**src/rtl/mem_arb_pkg.sv**
```systemverilog
// Shared types and constants for the two-port memory arbiter.
package mem_arb_pkg;

  typedef enum logic [1:0] {
    IDLE   = 2'd0,
    BUSY_I = 2'd1,
    BUSY_D = 2'd2
  } arb_state_t;

  typedef enum logic {
    OWN_I = 1'b0,
    OWN_D = 1'b1
  } owner_t;

  localparam int WAIT_W = 4;
  localparam logic [WAIT_W-1:0] WAIT_SAT = '1;

  // Refusal counter: counts while requesting and refused, saturates, clears otherwise.
  function automatic logic [WAIT_W-1:0] wait_next(input logic [WAIT_W-1:0] cnt,
                                                  input logic req,
                                                  input logic gnt);
    if (!req || gnt) return '0;
    else if (cnt == WAIT_SAT) return cnt;
    else return cnt + 1'b1;
  endfunction

endpackage

```
**src/rtl/mem_arbiter_if.sv**
```systemverilog
// Requester and memory bus bundle for mem_arbiter; slave modport is the arbiter side.
interface mem_arbiter_if #(
  parameter int ADDR_W = 32,
  parameter int DATA_W = 32
);
  logic              i_req;
  logic [ADDR_W-1:0] i_addr;
  logic              i_gnt;
  logic              i_rvalid;
  logic [DATA_W-1:0] i_rdata;
  logic              d_req;
  logic              d_we;
  logic [ADDR_W-1:0] d_addr;
  logic [DATA_W-1:0] d_wdata;
  logic              d_gnt;
  logic              d_rvalid;
  logic [DATA_W-1:0] d_rdata;
  logic              mem_en;
  logic              mem_we;
  logic [ADDR_W-1:0] mem_addr;
  logic [DATA_W-1:0] mem_wdata;
  logic [DATA_W-1:0] mem_rdata;

  modport slave (
    input  i_req, i_addr, d_req, d_we, d_addr, d_wdata, mem_rdata,
    output i_gnt, i_rvalid, i_rdata, d_gnt, d_rvalid, d_rdata,
           mem_en, mem_we, mem_addr, mem_wdata
  );

  modport master (
    output i_req, i_addr, d_req, d_we, d_addr, d_wdata, mem_rdata,
    input  i_gnt, i_rvalid, i_rdata, d_gnt, d_rvalid, d_rdata,
           mem_en, mem_we, mem_addr, mem_wdata
  );
endinterface

```
**src/rtl/mem_arb_pick.sv**
```systemverilog
// Winner selection: starvation override first, then round-robin (MEM_ARB_RR_EN) or data-first priority.
module mem_arb_pick
  import mem_arb_pkg::*;
(
  input  logic       i_req,
  input  logic       d_req,
  input  logic       i_starve,
  input  logic       d_starve,
`ifdef MEM_ARB_RR_EN
  input  owner_t     last,
`endif
  output logic [1:0] gnt      // {d, i}
);

  always_comb begin
    gnt = 2'b00;
    if (i_req && d_req) begin
      if (d_starve)      gnt = 2'b10;
      else if (i_starve) gnt = 2'b01;
      else begin
`ifdef MEM_ARB_RR_EN
        gnt = (last == OWN_D) ? 2'b01 : 2'b10;
`else
        gnt = 2'b10;
`endif
      end
    end else if (d_req) begin
      gnt = 2'b10;
    end else if (i_req) begin
      gnt = 2'b01;
    end
  end

endmodule

```
**src/rtl/mem_arbiter.sv**
```systemverilog
// Fetch/data to single-port memory arbiter, one access outstanding, one access per cycle.
// Build option: define MEM_ARB_RR_EN for round-robin; default is data-over-fetch priority.
module mem_arbiter
  import mem_arb_pkg::*;
#(
  parameter int ADDR_W   = 32,
  parameter int DATA_W   = 32,
  parameter int MAX_WAIT = 4
) (
  input  logic          clk,
  input  logic          reset,
  mem_arbiter_if.slave  bus,
  output logic [15:0]   i_grant_cnt,
  output logic [15:0]   d_grant_cnt
);

  localparam logic [WAIT_W-1:0] MAX_WAIT_C = WAIT_W'(MAX_WAIT);

  arb_state_t        state_q, state_d;
  logic [WAIT_W-1:0] i_wait_q, d_wait_q;
  logic [15:0]       i_cnt_q, d_cnt_q;
  logic              i_starve, d_starve;
  logic [1:0]        pick_gnt;
  logic              i_gnt, d_gnt;
`ifdef MEM_ARB_RR_EN
  owner_t            last_q;
`endif

  assign i_starve = (i_wait_q >= MAX_WAIT_C);
  assign d_starve = (d_wait_q >= MAX_WAIT_C);

  mem_arb_pick u_pick (
    .i_req    (bus.i_req),
    .d_req    (bus.d_req),
    .i_starve (i_starve),
    .d_starve (d_starve),
`ifdef MEM_ARB_RR_EN
    .last     (last_q),
`endif
    .gnt      (pick_gnt)
  );

  // Grants are suppressed while reset is held low.
  assign i_gnt = reset & pick_gnt[0];
  assign d_gnt = reset & pick_gnt[1];

  always_ff @(posedge clk) begin
    if (!reset) begin
      state_q  <= IDLE;
      i_wait_q <= '0;
      d_wait_q <= '0;
      i_cnt_q  <= '0;
      d_cnt_q  <= '0;
`ifdef MEM_ARB_RR_EN
      last_q   <= OWN_D;
`endif
    end else begin
      state_q  <= state_d;
      i_wait_q <= wait_next(i_wait_q, bus.i_req, i_gnt);
      d_wait_q <= wait_next(d_wait_q, bus.d_req, d_gnt);
      if (i_gnt) i_cnt_q <= i_cnt_q + 16'd1;
      if (d_gnt) d_cnt_q <= d_cnt_q + 16'd1;
`ifdef MEM_ARB_RR_EN
      if (i_gnt || d_gnt) last_q <= d_gnt ? OWN_D : OWN_I;
`endif
    end
  end

  always_comb begin
    state_d       = IDLE;
    bus.i_gnt     = i_gnt;
    bus.d_gnt     = d_gnt;
    bus.mem_en    = 1'b0;
    bus.mem_we    = 1'b0;
    bus.mem_addr  = {ADDR_W{1'b0}};
    bus.mem_wdata = {DATA_W{1'b0}};
    bus.i_rvalid  = 1'b0;
    bus.i_rdata   = {DATA_W{1'b0}};
    bus.d_rvalid  = 1'b0;
    bus.d_rdata   = {DATA_W{1'b0}};
    // Request stage: drive the memory port for this cycle's winner.
    if (d_gnt) begin
      state_d       = BUSY_D;
      bus.mem_en    = 1'b1;
      bus.mem_we    = bus.d_we;
      bus.mem_addr  = bus.d_addr;
      bus.mem_wdata = bus.d_wdata;
    end else if (i_gnt) begin
      state_d       = BUSY_I;
      bus.mem_en    = 1'b1;
      bus.mem_addr  = bus.i_addr;
    end
    // Response stage: memory data from last cycle's access returns to its owner.
    if (reset) begin
      case (state_q)
        BUSY_I: begin
          bus.i_rvalid = 1'b1;
          bus.i_rdata  = bus.mem_rdata;
        end
        BUSY_D: begin
          bus.d_rvalid = 1'b1;
          bus.d_rdata  = bus.mem_rdata;
        end
        default: ;
      endcase
    end
  end

  assign i_grant_cnt = i_cnt_q;
  assign d_grant_cnt = d_cnt_q;

endmodule

```
**src/flat_wrapper.sv**
```systemverilog
// flat-port wrapper written by rule: the top's interface ports become plain ports
module mem_arbiter_flat import mem_arb_pkg::*;
#(
  parameter int ADDR_W   = 32,
  parameter int DATA_W   = 32,
  parameter int MAX_WAIT = 4
)
  (clk, reset, i_grant_cnt, d_grant_cnt, bus_i_req, bus_i_addr, bus_d_req, bus_d_we, bus_d_addr, bus_d_wdata, bus_mem_rdata, bus_i_gnt, bus_i_rvalid, bus_i_rdata, bus_d_gnt, bus_d_rvalid, bus_d_rdata, bus_mem_en, bus_mem_we, bus_mem_addr, bus_mem_wdata);
  mem_arbiter_if #(.ADDR_W(ADDR_W), .DATA_W(DATA_W)) bus_i ();
  input  logic clk;
  input  logic reset;
  output logic [15:0] i_grant_cnt;
  output logic [15:0] d_grant_cnt;
  input wire logic [$bits(bus_i.i_req)-1:0] bus_i_req;
  input wire logic [$bits(bus_i.i_addr)-1:0] bus_i_addr;
  input wire logic [$bits(bus_i.d_req)-1:0] bus_d_req;
  input wire logic [$bits(bus_i.d_we)-1:0] bus_d_we;
  input wire logic [$bits(bus_i.d_addr)-1:0] bus_d_addr;
  input wire logic [$bits(bus_i.d_wdata)-1:0] bus_d_wdata;
  input wire logic [$bits(bus_i.mem_rdata)-1:0] bus_mem_rdata;
  output wire logic [$bits(bus_i.i_gnt)-1:0] bus_i_gnt;
  output wire logic [$bits(bus_i.i_rvalid)-1:0] bus_i_rvalid;
  output wire logic [$bits(bus_i.i_rdata)-1:0] bus_i_rdata;
  output wire logic [$bits(bus_i.d_gnt)-1:0] bus_d_gnt;
  output wire logic [$bits(bus_i.d_rvalid)-1:0] bus_d_rvalid;
  output wire logic [$bits(bus_i.d_rdata)-1:0] bus_d_rdata;
  output wire logic [$bits(bus_i.mem_en)-1:0] bus_mem_en;
  output wire logic [$bits(bus_i.mem_we)-1:0] bus_mem_we;
  output wire logic [$bits(bus_i.mem_addr)-1:0] bus_mem_addr;
  output wire logic [$bits(bus_i.mem_wdata)-1:0] bus_mem_wdata;
  assign bus_i.i_req = bus_i_req;
  assign bus_i.i_addr = bus_i_addr;
  assign bus_i.d_req = bus_d_req;
  assign bus_i.d_we = bus_d_we;
  assign bus_i.d_addr = bus_d_addr;
  assign bus_i.d_wdata = bus_d_wdata;
  assign bus_i.mem_rdata = bus_mem_rdata;
  assign bus_i_gnt = bus_i.i_gnt;
  assign bus_i_rvalid = bus_i.i_rvalid;
  assign bus_i_rdata = bus_i.i_rdata;
  assign bus_d_gnt = bus_i.d_gnt;
  assign bus_d_rvalid = bus_i.d_rvalid;
  assign bus_d_rdata = bus_i.d_rdata;
  assign bus_mem_en = bus_i.mem_en;
  assign bus_mem_we = bus_i.mem_we;
  assign bus_mem_addr = bus_i.mem_addr;
  assign bus_mem_wdata = bus_i.mem_wdata;
  mem_arbiter #(.ADDR_W(ADDR_W), .DATA_W(DATA_W), .MAX_WAIT(MAX_WAIT)) u_core (.clk(clk), .reset(reset), .bus(bus_i), .i_grant_cnt(i_grant_cnt), .d_grant_cnt(d_grant_cnt));
endmodule
```
**config.mk**
```make
export PLATFORM = sky130hd
export DESIGN_NAME = mem_arbiter_flat
export DESIGN_NICKNAME = d
export VERILOG_FILES = /design/src/rtl/mem_arb_pkg.sv /design/src/rtl/mem_arbiter_if.sv /design/src/rtl/mem_arb_pick.sv /design/src/rtl/mem_arbiter.sv /design/src/flat_wrapper.sv
export SDC_FILE = /design/constraint.sdc
export NUM_CORES = 1
export LEC_CHECK = 0
export CORE_AREA = 2 2 115 117
export CTS_CLUSTER_DIAMETER = 200
export CTS_CLUSTER_SIZE = 28
export DETAILED_ROUTE_END_ITERATION = 16
export DIE_AREA = 0 0 117 119
export PLACE_DENSITY = 0.67
export SYNTH_ARGS = -nofsm -noshare
export SYNTH_HDL_FRONTEND = slang
export SYNTH_SLANG_ARGS = --single-unit
```
**constraint.sdc**
```tcl
create_clock -name clk -period 2.15 [get_ports clk]
set_input_delay 0.215 -clock clk [delete_from_list [all_inputs] [get_ports clk]]
set_output_delay 0.215 -clock clk [all_outputs]
set_load 0.02 [all_outputs]
```
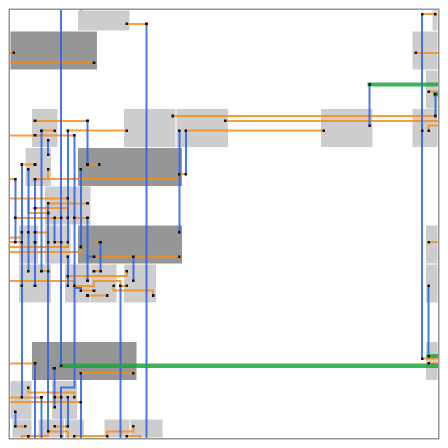
(a small window of the routed layout)
Region (73, 15) to (103, 45) um. Cells in grey, sequential cells in the stronger grey; small squares are vias.
| colour | layer |
|---|---|
| green | metal 3 |
| orange | metal 1 |
| blue | metal 2 |
sequential cells in the window: 4
netlist names of flops here include: u_core.d_grant_cnt (3), u_core.i_grant_cnt (1)
cells with their middle in the window: 21
most frequent: clkdlybuf4s50_1 (4), dfxtp_1 (4)

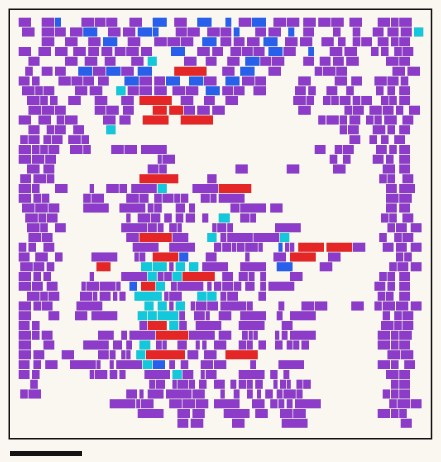
(sizing map)
Bar = 20 um.
| colour | size | cells | share | most used |
|---|---|---|---|---|
| red | _6 and larger | 20 | 2.9% | clkbuf_16 |
| purple | _0 and _1 cells | 607 | 88% | clkdlybuf4s50_1 |
| cyan | _3 and _4 cells | 29 | 4.2% | buf_4 |
| blue | _2 cells | 31 | 4.5% | clkdlybuf4s15_2 |

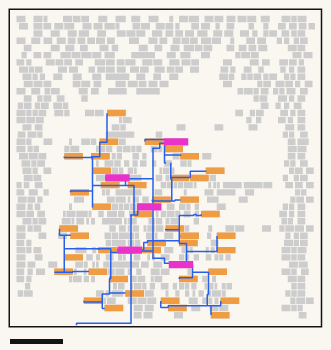
(clock wires, drivers and flops)
Bar = 20 um.
[orange] flip-flops | count: 42
[blue] clock wires | length: 551 um
[magenta] clock drivers | count: 5
routed clock nets: 6
clock share of power: 38.7%
Setup Skew: 7.14 ps
power drawn by the clock network: 0.981 mW
Clk Latency, worst-skew pair: 290 ps

==> layer usage <==
metal / GRT usage [%] / share of wire [%] / vias up
met2: 32.8 / 49 / 215
met3: 4.99 / 9.0 / 19
met1: 22.0 / 41 / 1898
met5: 0 / 0 / -
met4: 4.63 / 1.5 / 0
li1: - / - / 1992
==> worst reg2reg max path, delay by kind of cell, from the launching register on <==
family / cells / cell delay, ps
buffers and inverters: 2 / 290
AND-OR/OR-AND: 2 / 580
flip-flops: 1 / 310
AND/OR/NAND/NOR: 2 / 610
==> synth_stat cells, drive strengths merged, types with 4 or more instances <==
| cell type | n |
|---|---|
| nor4 | 4 |
| buf | 10 |
| nand2 | 19 |
| nand2b | 5 |
| or3 | 9 |
| or4 | 6 |
| nand4 | 7 |
| a22o | 32 |
| o21ai | 10 |
| dfxtp | 42 |
| ha | 4 |
| clkbuf | 21 |
| and3 | 34 |
| nor2 | 17 |
| mux2i | 8 |
| inv | 7 |
| nand3 | 16 |
| a21oi | 19 |
| and2 | 68 |
| o31ai | 6 |
| xnor2 | 7 |
==> power groups by stage <==
stage / Clock [mW] / Combinational, mW / Sequential (mW)
after floorplan: 0 / 0.270 / 0.820
after global placement: 0 / 0.771 / 0.815
after detailed placement: 0 / 0.780 / 0.816
after CTS: 0.998 / 0.741 / 0.799
after global routing: 1.03 / 0.798 / 0.800
final: 0.981 / 0.756 / 0.799
==> what timing repair did <==
item / CTS / global route
cloned: 0 / 3
resized: 190 / 14
endpoints found under the setup margin: 133 / 36
pin swaps: 0 / 4
hold buffers: 0 / 0
buffers inserted: 0 / 3
==> registers in the layout (all words and copies together) (netlist names) <==
name,flops
u_core.state_q,2
u_core.d_grant_cnt,16
u_core.i_wait_q,4
u_core.i_grant_cnt,16
u_core.d_wait_q,4
==> run notes <==
flow finished, numbers: R2R Path End u_core.d_grant_cnt[9], antenna violations before repair 0, ao+oa area frac 20.8%, Synth Flop Type dfxtp_1, Finished Core Util 50.5%, antenna diode count 0, Tool Warnings 27, comb area leader simple AND/OR/NAND/NOR gates, NumNets Final 823, Crit-path slowest cell dfxtp_1, Critical Path Sink bus_mem_addr[20], critical path depth 6, R2R Path Start u_core.i_wait_q[2], Worst Setup End Kind primary output, Final Cycle Share 96.5%, hold path depth 2, status complete, no violations, area occupied by multi-input gates 1990 sq um, area leader, netlist dfxtp_1, flop share of the area 12.9%, Mapped Cells 379, vias post-DR 4124, switching portion of total power 25.9%, CTS tree yes, die width 117 um, placed instance count 849, crit path DAT 1860 ps, detailed-placement wirelength estimate 11400 um, Hold Vio Cnt, Final 0, Crit path max-delay family simple AND/OR/NAND/NOR gates, reg2reg path depth 6, first-pass GRT wire length 20400 um, final-layout fill cell count 1248, Chip Area, Yosys 2950 sq um, root buffer cell clkbuf_16, Routed Antenna Nets 0, clock sink count 42, Largest cell class non-clock buffers, mux frac, synth 2.72%, Slew Viols, Final 0, yosys simple share 38.5%, Logic pwr share 29.8%, Yosys warnings 0, Final clock-cell share 2.98%, Floorplan Nets 516, count of different cell masters after synthesis 41, Seq/Total Area, Yosys 28.5%, grt total ovfl 0
No activity file was given, so power comes from the tool's default toggle rates.
